`src/rtl/regfile_pkg.sv`:
```
// Shared widths, the zero-register index and the write-port source tag
// for the MIPS register-file write-port controller.
package regfile_pkg;

  localparam int unsigned RF_DATA_WIDTH = 32;
  localparam int unsigned RF_ADDR_WIDTH = 5;
  localparam int unsigned REG_ZERO      = 0;

  typedef enum logic [1:0] {
    SRC_NONE,
    SRC_ALU,
    SRC_LD,
    SRC_DBG
  } wb_src_t;

endpackage

```
`src/rtl/regfile_wb_fifo.sv`:
```
// Load-return queue with a per-entry live bit, squash-by-address and a
// two-address match port used for read-hazard detection.
module regfile_wb_fifo
  import regfile_pkg::*;
#(
  parameter int unsigned DATA_WIDTH = RF_DATA_WIDTH,
  parameter int unsigned ADDR_WIDTH = RF_ADDR_WIDTH,
  parameter int unsigned DEPTH      = 2
) (
  input  logic                  clk,
  input  logic                  rst_n,
  input  logic                  i_push,
  input  logic [ADDR_WIDTH-1:0] i_push_addr,
  input  logic [DATA_WIDTH-1:0] i_push_data,
  input  logic                  i_pop,
  input  logic                  i_sq_en,
  input  logic [ADDR_WIDTH-1:0] i_sq_addr,
  input  logic [ADDR_WIDTH-1:0] i_chk_a,
  input  logic [ADDR_WIDTH-1:0] i_chk_b,
  output logic                  o_empty,
  output logic                  o_full,
  output logic                  o_head_live,
  output logic [ADDR_WIDTH-1:0] o_head_addr,
  output logic [DATA_WIDTH-1:0] o_head_data,
  output logic                  o_match
);

  localparam int unsigned PW = $clog2(DEPTH);

  logic [PW:0]           r_wr_ptr;
  logic [PW:0]           r_rd_ptr;
  logic [DEPTH-1:0]      r_live;
  logic [ADDR_WIDTH-1:0] r_addr [DEPTH];
  logic [DATA_WIDTH-1:0] r_data [DEPTH];
  logic [ADDR_WIDTH-1:0] w_zero;

  assign w_zero      = ADDR_WIDTH'(REG_ZERO);
  assign o_empty     = (r_wr_ptr == r_rd_ptr);
  assign o_full      = (r_wr_ptr[PW] != r_rd_ptr[PW]) &&
                       (r_wr_ptr[PW-1:0] == r_rd_ptr[PW-1:0]);
  assign o_head_live = r_live[r_rd_ptr[PW-1:0]];
  assign o_head_addr = r_addr[r_rd_ptr[PW-1:0]];
  assign o_head_data = r_data[r_rd_ptr[PW-1:0]];

  // Later assignments win: pop clears its slot, and a same-cycle push is
  // born dead when the concurrent ALU write targets the same register.
  always_ff @(posedge clk or negedge rst_n) begin
    if (!rst_n) begin
      r_wr_ptr <= '0;
      r_rd_ptr <= '0;
      r_live   <= '0;
    end else begin
      for (int unsigned i = 0; i < DEPTH; i++) begin
        if (i_sq_en && (r_addr[i] == i_sq_addr)) r_live[i] <= 1'b0;
      end
      if (i_pop) begin
        r_live[r_rd_ptr[PW-1:0]] <= 1'b0;
        r_rd_ptr <= r_rd_ptr + 1'b1;
      end
      if (i_push) begin
        r_live[r_wr_ptr[PW-1:0]] <= !(i_sq_en && (i_push_addr == i_sq_addr));
        r_wr_ptr <= r_wr_ptr + 1'b1;
      end
    end
  end

  always_ff @(posedge clk) begin
    if (i_push) begin
      r_addr[r_wr_ptr[PW-1:0]] <= i_push_addr;
      r_data[r_wr_ptr[PW-1:0]] <= i_push_data;
    end
  end

  always_comb begin
    o_match = 1'b0;
    for (int unsigned i = 0; i < DEPTH; i++) begin
      if (r_live[i] &&
          (((i_chk_a != w_zero) && (r_addr[i] == i_chk_a)) ||
           ((i_chk_b != w_zero) && (r_addr[i] == i_chk_b))))
        o_match = 1'b1;
    end
  end

endmodule

```
`src/rtl/regfile_wb_arbiter.sv`:
```
// Shares the register-file write port between ALU writeback, queued load
// returns and debug writes, and flags read hazards on pending writes.
module regfile_wb_arbiter
  import regfile_pkg::*;
#(
  parameter int unsigned DATA_WIDTH = RF_DATA_WIDTH,
  parameter int unsigned ADDR_WIDTH = RF_ADDR_WIDTH,
  parameter int unsigned FIFO_DEPTH = 2,
  parameter int unsigned STARVE_MAX = 4
) (
  input  logic                  clk,
  input  logic                  rst_n,
  input  logic                  alu_we,
  input  logic [ADDR_WIDTH-1:0] alu_addr,
  input  logic [DATA_WIDTH-1:0] alu_data,
  output logic                  alu_stall,
  input  logic                  ld_valid,
  output logic                  ld_ready,
  input  logic [ADDR_WIDTH-1:0] ld_addr,
  input  logic [DATA_WIDTH-1:0] ld_data,
  input  logic                  dbg_valid,
  output logic                  dbg_ready,
  input  logic [ADDR_WIDTH-1:0] dbg_addr,
  input  logic [DATA_WIDTH-1:0] dbg_data,
  input  logic [ADDR_WIDTH-1:0] chk_addr_a,
  input  logic [ADDR_WIDTH-1:0] chk_addr_b,
  output logic                  stall_rd,
  output logic                  rf_we,
  output logic [ADDR_WIDTH-1:0] rf_waddr,
  output logic [DATA_WIDTH-1:0] rf_wdata
);

  localparam int unsigned CW = $clog2(STARVE_MAX + 1);

  logic                  r_in_reset;
  logic                  r_we;
  logic [ADDR_WIDTH-1:0] r_waddr;
  logic [DATA_WIDTH-1:0] r_wdata;
  wb_src_t               r_src;
  logic [CW-1:0]         r_cnt;
  logic                  r_alu_stall;

  logic                  w_zero_ok_alu, w_alu_wr, w_push, w_pop, w_drain, w_dbg_wr;
  logic                  w_empty, w_full, w_head_live, w_match, w_out_match;
  logic [ADDR_WIDTH-1:0] w_head_addr, w_zero;
  logic [DATA_WIDTH-1:0] w_head_data;
  logic [CW-1:0]         w_cnt_next;
  logic                  w_we_next;
  logic [ADDR_WIDTH-1:0] w_waddr_next;
  logic [DATA_WIDTH-1:0] w_wdata_next;
  wb_src_t               w_src_next;

  assign w_zero        = ADDR_WIDTH'(REG_ZERO);
  assign w_zero_ok_alu = (alu_addr != w_zero);
  assign w_alu_wr      = alu_we && w_zero_ok_alu;
  assign ld_ready      = !w_full && !r_in_reset;
  assign w_push        = ld_valid && ld_ready && (ld_addr != w_zero);
  assign w_drain       = !alu_we && !w_empty && w_head_live;
  assign w_pop         = w_drain || (!w_empty && !w_head_live);
  assign dbg_ready     = !alu_we && w_empty && !ld_valid && !r_in_reset;
  assign w_dbg_wr      = dbg_valid && dbg_ready && (dbg_addr != w_zero);

  regfile_wb_fifo #(
    .DATA_WIDTH (DATA_WIDTH),
    .ADDR_WIDTH (ADDR_WIDTH),
    .DEPTH      (FIFO_DEPTH)
  ) u_fifo (
    .clk         (clk),
    .rst_n       (rst_n),
    .i_push      (w_push),
    .i_push_addr (ld_addr),
    .i_push_data (ld_data),
    .i_pop       (w_pop),
    .i_sq_en     (w_alu_wr),
    .i_sq_addr   (alu_addr),
    .i_chk_a     (chk_addr_a),
    .i_chk_b     (chk_addr_b),
    .o_empty     (w_empty),
    .o_full      (w_full),
    .o_head_live (w_head_live),
    .o_head_addr (w_head_addr),
    .o_head_data (w_head_data),
    .o_match     (w_match)
  );

  always_comb begin
    w_we_next    = 1'b0;
    w_waddr_next = r_waddr;
    w_wdata_next = r_wdata;
    w_src_next   = SRC_NONE;
    if (w_alu_wr) begin
      w_we_next    = 1'b1;
      w_waddr_next = alu_addr;
      w_wdata_next = alu_data;
      w_src_next   = SRC_ALU;
    end else if (w_drain) begin
      w_we_next    = 1'b1;
      w_waddr_next = w_head_addr;
      w_wdata_next = w_head_data;
      w_src_next   = SRC_LD;
    end else if (w_dbg_wr) begin
      w_we_next    = 1'b1;
      w_waddr_next = dbg_addr;
      w_wdata_next = dbg_data;
      w_src_next   = SRC_DBG;
    end
  end

  always_comb begin
    w_cnt_next = r_cnt;
    if (w_empty || w_pop)
      w_cnt_next = '0;
    else if (w_head_live && alu_we && (r_cnt != CW'(STARVE_MAX)))
      w_cnt_next = r_cnt + 1'b1;
  end

  always_ff @(posedge clk or negedge rst_n) begin
    if (!rst_n) begin
      r_in_reset  <= 1'b1;
      r_we        <= 1'b0;
      r_waddr     <= '0;
      r_wdata     <= '0;
      r_src       <= SRC_NONE;
      r_cnt       <= '0;
      r_alu_stall <= 1'b0;
    end else begin
      r_in_reset  <= 1'b0;
      r_we        <= w_we_next;
      r_waddr     <= w_waddr_next;
      r_wdata     <= w_wdata_next;
      r_src       <= w_src_next;
      r_cnt       <= w_cnt_next;
      r_alu_stall <= (w_cnt_next == CW'(STARVE_MAX));
    end
  end

  // ALU results are forwarded by the pipeline, so only load/debug writes
  // sitting in the output stage count as hazards.
  assign w_out_match = r_we && ((r_src == SRC_LD) || (r_src == SRC_DBG)) &&
                       (((chk_addr_a != w_zero) && (chk_addr_a == r_waddr)) ||
                        ((chk_addr_b != w_zero) && (chk_addr_b == r_waddr)));

  assign stall_rd  = w_match || w_out_match;
  assign alu_stall = r_alu_stall;
  assign rf_we     = r_we;
  assign rf_waddr  = r_waddr;
  assign rf_wdata  = r_wdata;

endmodule

```
`config.mk`:
```
export PLATFORM = sky130hd
export DESIGN_NAME = regfile_wb_arbiter
export DESIGN_NICKNAME = d
export VERILOG_FILES = /design/src/rtl/regfile_pkg.sv /design/src/rtl/regfile_wb_fifo.sv /design/src/rtl/regfile_wb_arbiter.sv
export SDC_FILE = /design/constraint.sdc
export NUM_CORES = 1
export LEC_CHECK = 0
export CAP_MARGIN = 20
export CORE_MARGIN = 4
export CORE_UTILIZATION = 33
export CTS_BUF_LIST = sky130_fd_sc_hd__clkbuf_4
export CTS_CLUSTER_SIZE = 25
export DETAILED_ROUTE_END_ITERATION = 10
export PLACE_DENSITY = 0.61
export SLEW_MARGIN = 0
export SYNTH_ARGS = -nofsm -noshare
export SYNTH_HDL_FRONTEND = slang
export SYNTH_SLANG_ARGS = --single-unit
```
`constraint.sdc`:
```
create_clock -name clk -period 3.2 [get_ports clk]
set_input_delay 0.8 -clock clk [delete_from_list [all_inputs] [get_ports clk]]
set_output_delay 0.8 -clock clk [all_outputs]
set_load 0.005 [all_outputs]
```
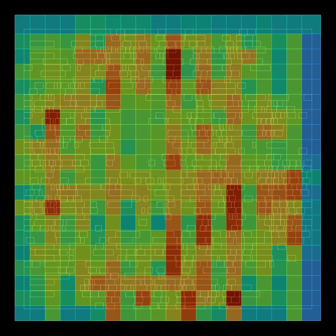
**Above:** congestion heat map.
met3 global-route usage: 5.11%
routing usage on met1: 20.2%
WL per Instance: 18.3 um
Util after Layout: 48.5%

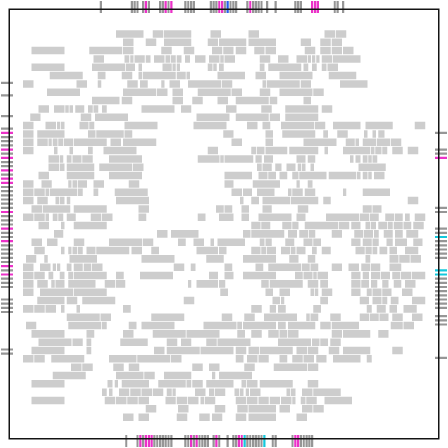
**Above:** ports around the boundary.
Pins as bars across the die edge, other pins in gray.
[magenta] dbg_data | pins: 32 | direction: input | edge: 11 left, 11 bottom, 9 top, 1 right
[cyan] alu_addr | pins: 5 | direction: input | edge: 3 right, 2 bottom
[blue] ld_ready | pins: 1 | direction: output | edge: top
all pins by edge: 49 bottom, 48 left, 43 top, 28 right
Die W: 140 um
DIE HEIGHT: 140 um
number of port buffers: 167

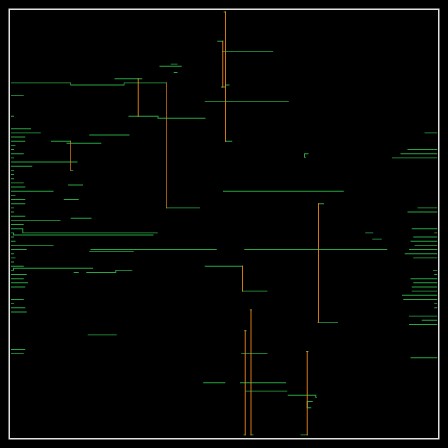
**Above:** signal wires by layer.
Two of the layers only.
[green] met3 | wire length: 984 um
[orange] met4 | wire length: 269 um
Total Routed Length: 16100 um
overall via count from detail_route: 4390

==> run notes <==
The sequential area share after synthesis is 60.7%. Worst flop-to-flop path startpoint: u_fifo.r_rd_ptr[1]$_DFFE_PN0P_. Per the timing report, the achievable frequency comes out to 0.323 GHz.

The synthesis report gives the async set-or-reset register share as 40.3%. The area fraction of the largest cell type after synthesis is 38.8%. The minimum clock period is 3.09 ns. Setup repair after global routing left no endpoint under its margin. After the first detailed-routing iteration, the DRC count stood at 308.

The run gives 168 for the I/O pin total. Per the cell usage report, the commonest logic cells after layout are sky130_fd_sc_hd__clkdlybuf4s50_1 (160), sky130_fd_sc_hd__edfxtp_1 (74), sky130_fd_sc_hd__dfrtp_1 (48), sky130_fd_sc_hd__mux2i_1 (39), sky130_fd_sc_hd__nor2_1 (32). The cell count after synthesis came out at 452. In this run the mean area of a mapped cell was 12.7 um^2.

The tools report the maximum number of pins on one net before global-route repair as 41. The run finished with clean final reports. In this run, post-CTS hold repair placed 0 buffers. With the global routing usage summed across all routing layers at 16.7%, the transition time of the tightest slew-check pin is 0.698 ns.

The warning tally printed by Yosys for this design is 0. Per the gpl log, the routability congestion estimate is 0.917. The first-pass GRT wire length was 25500 um.
==> flip-flops by register name, summed over array words and instances, names as in the netlist <==
name             flops
r_src                1
u_fifo.r_addr       10
r_cnt                3
u_fifo.r_live        2
u_fifo.r_rd_ptr      2
u_fifo.r_wr_ptr      2
u_fifo.r_data       64
rf_we                1
rf_waddr             5
r_in_reset           1
rf_wdata            32
alu_stall            1
==> stage by stage <==
step | worst slack, ns | instance area [um^2] | hold WS (ns) | cells
after floorplan | 0.597 | 5730 | 0.502 | 452
after global placement | -0.336 | 7840 | 0.497 | 848
after detailed placement | -0.350 | 7840 | 0.495 | 848
after CTS | 0.000789 | 8140 | 0.150 | 880
after global routing | 0.0213 | 8160 | 0.153 | 880
final | 0.108 | 8160 | 0.216 | 880
==> critical path, stage by stage <==
cell and delay (ns):
sky130_fd_sc_hd__clkdlybuf4s50_1 0.43, sky130_fd_sc_hd__or4_4 0.50, sky130_fd_sc_hd__nor2_4 0.11, sky130_fd_sc_hd__nor4_1 0.05, sky130_fd_sc_hd__o211ai_1 0.15, sky130_fd_sc_hd__nand3_1 0.10
sky130_fd_sc_hd__buf_2 0.14
==> where the power goes <==
group          switching (mW)  leakage [nW]  total (mW)  internal [mW]
Sequential              0.265          1.27        2.37           2.10
Clock                   0.581         0.157        1.13          0.551
Combinational           0.958          1.70        2.05           1.09
==> cell type report <==
cell class / instances / area [um^2]
Fill cell: 1521 / 8660
Sequential cell: 124 / 3480
Multi-Input combinational cell: 299 / 2140
Timing Repair Buffer: 200 / 1960
Tap cell: 220 / 275
Clock inverter: 13 / 150
Clock buffer: 19 / 143
Inverter: 5 / 18.8
==> kinds of logic (layout without fill, tap and decap cells) <==
group / count (synthesis) / after routing / synth area share [%]
flops: 124 / 124 / 60.7
compound gates: 104 / 104 / 13.1
simple gates: 100 / 100 / 8.24
xor+xnor: 53 / 53 / 8.24
mux: 39 / 39 / 6.82
buf+inv: 29 / 237 / 2.47
fa+ha+maj: 2 / 2 / 0.437
other cells: 1 / 1 / 0.0655
==> metal layers <==
layer  wire length, um  vias up  part of all wire, %  global-route usage [%]
li1                  -     2090                    -                       -
met5                 0        -                    0                       0
met1              6820     2126                   42                    20.2
met4               268        0                  1.7                    5.61
met3               983       21                  6.1                    5.11
met2              8060      153                   50                    28.3
==> what timing repair did <==
action,CTS,global route
endpoints found under the hold margin,0,0
setup endpoints to repair,1,1
gates resized,11,6
pin swaps,6,5
==> worst max-delay path by stage <==
stage	startpoint	endpoint	depth (start not counted)
floorplan	ld_addr[1]	u_fifo.r_addr[1][0]$_DFFE_PP_	3
global placement	chk_addr_b[0]	stall_rd	7
detailed placement	chk_addr_b[0]	stall_rd	7
CTS	chk_addr_b[4]	stall_rd	7
global route	u_fifo.r_wr_ptr[1]$_DFFE_PN0N_	dbg_ready	3
finish	chk_addr_a[3]	stall_rd	7
Power is estimated from default activity; no workload was simulated.
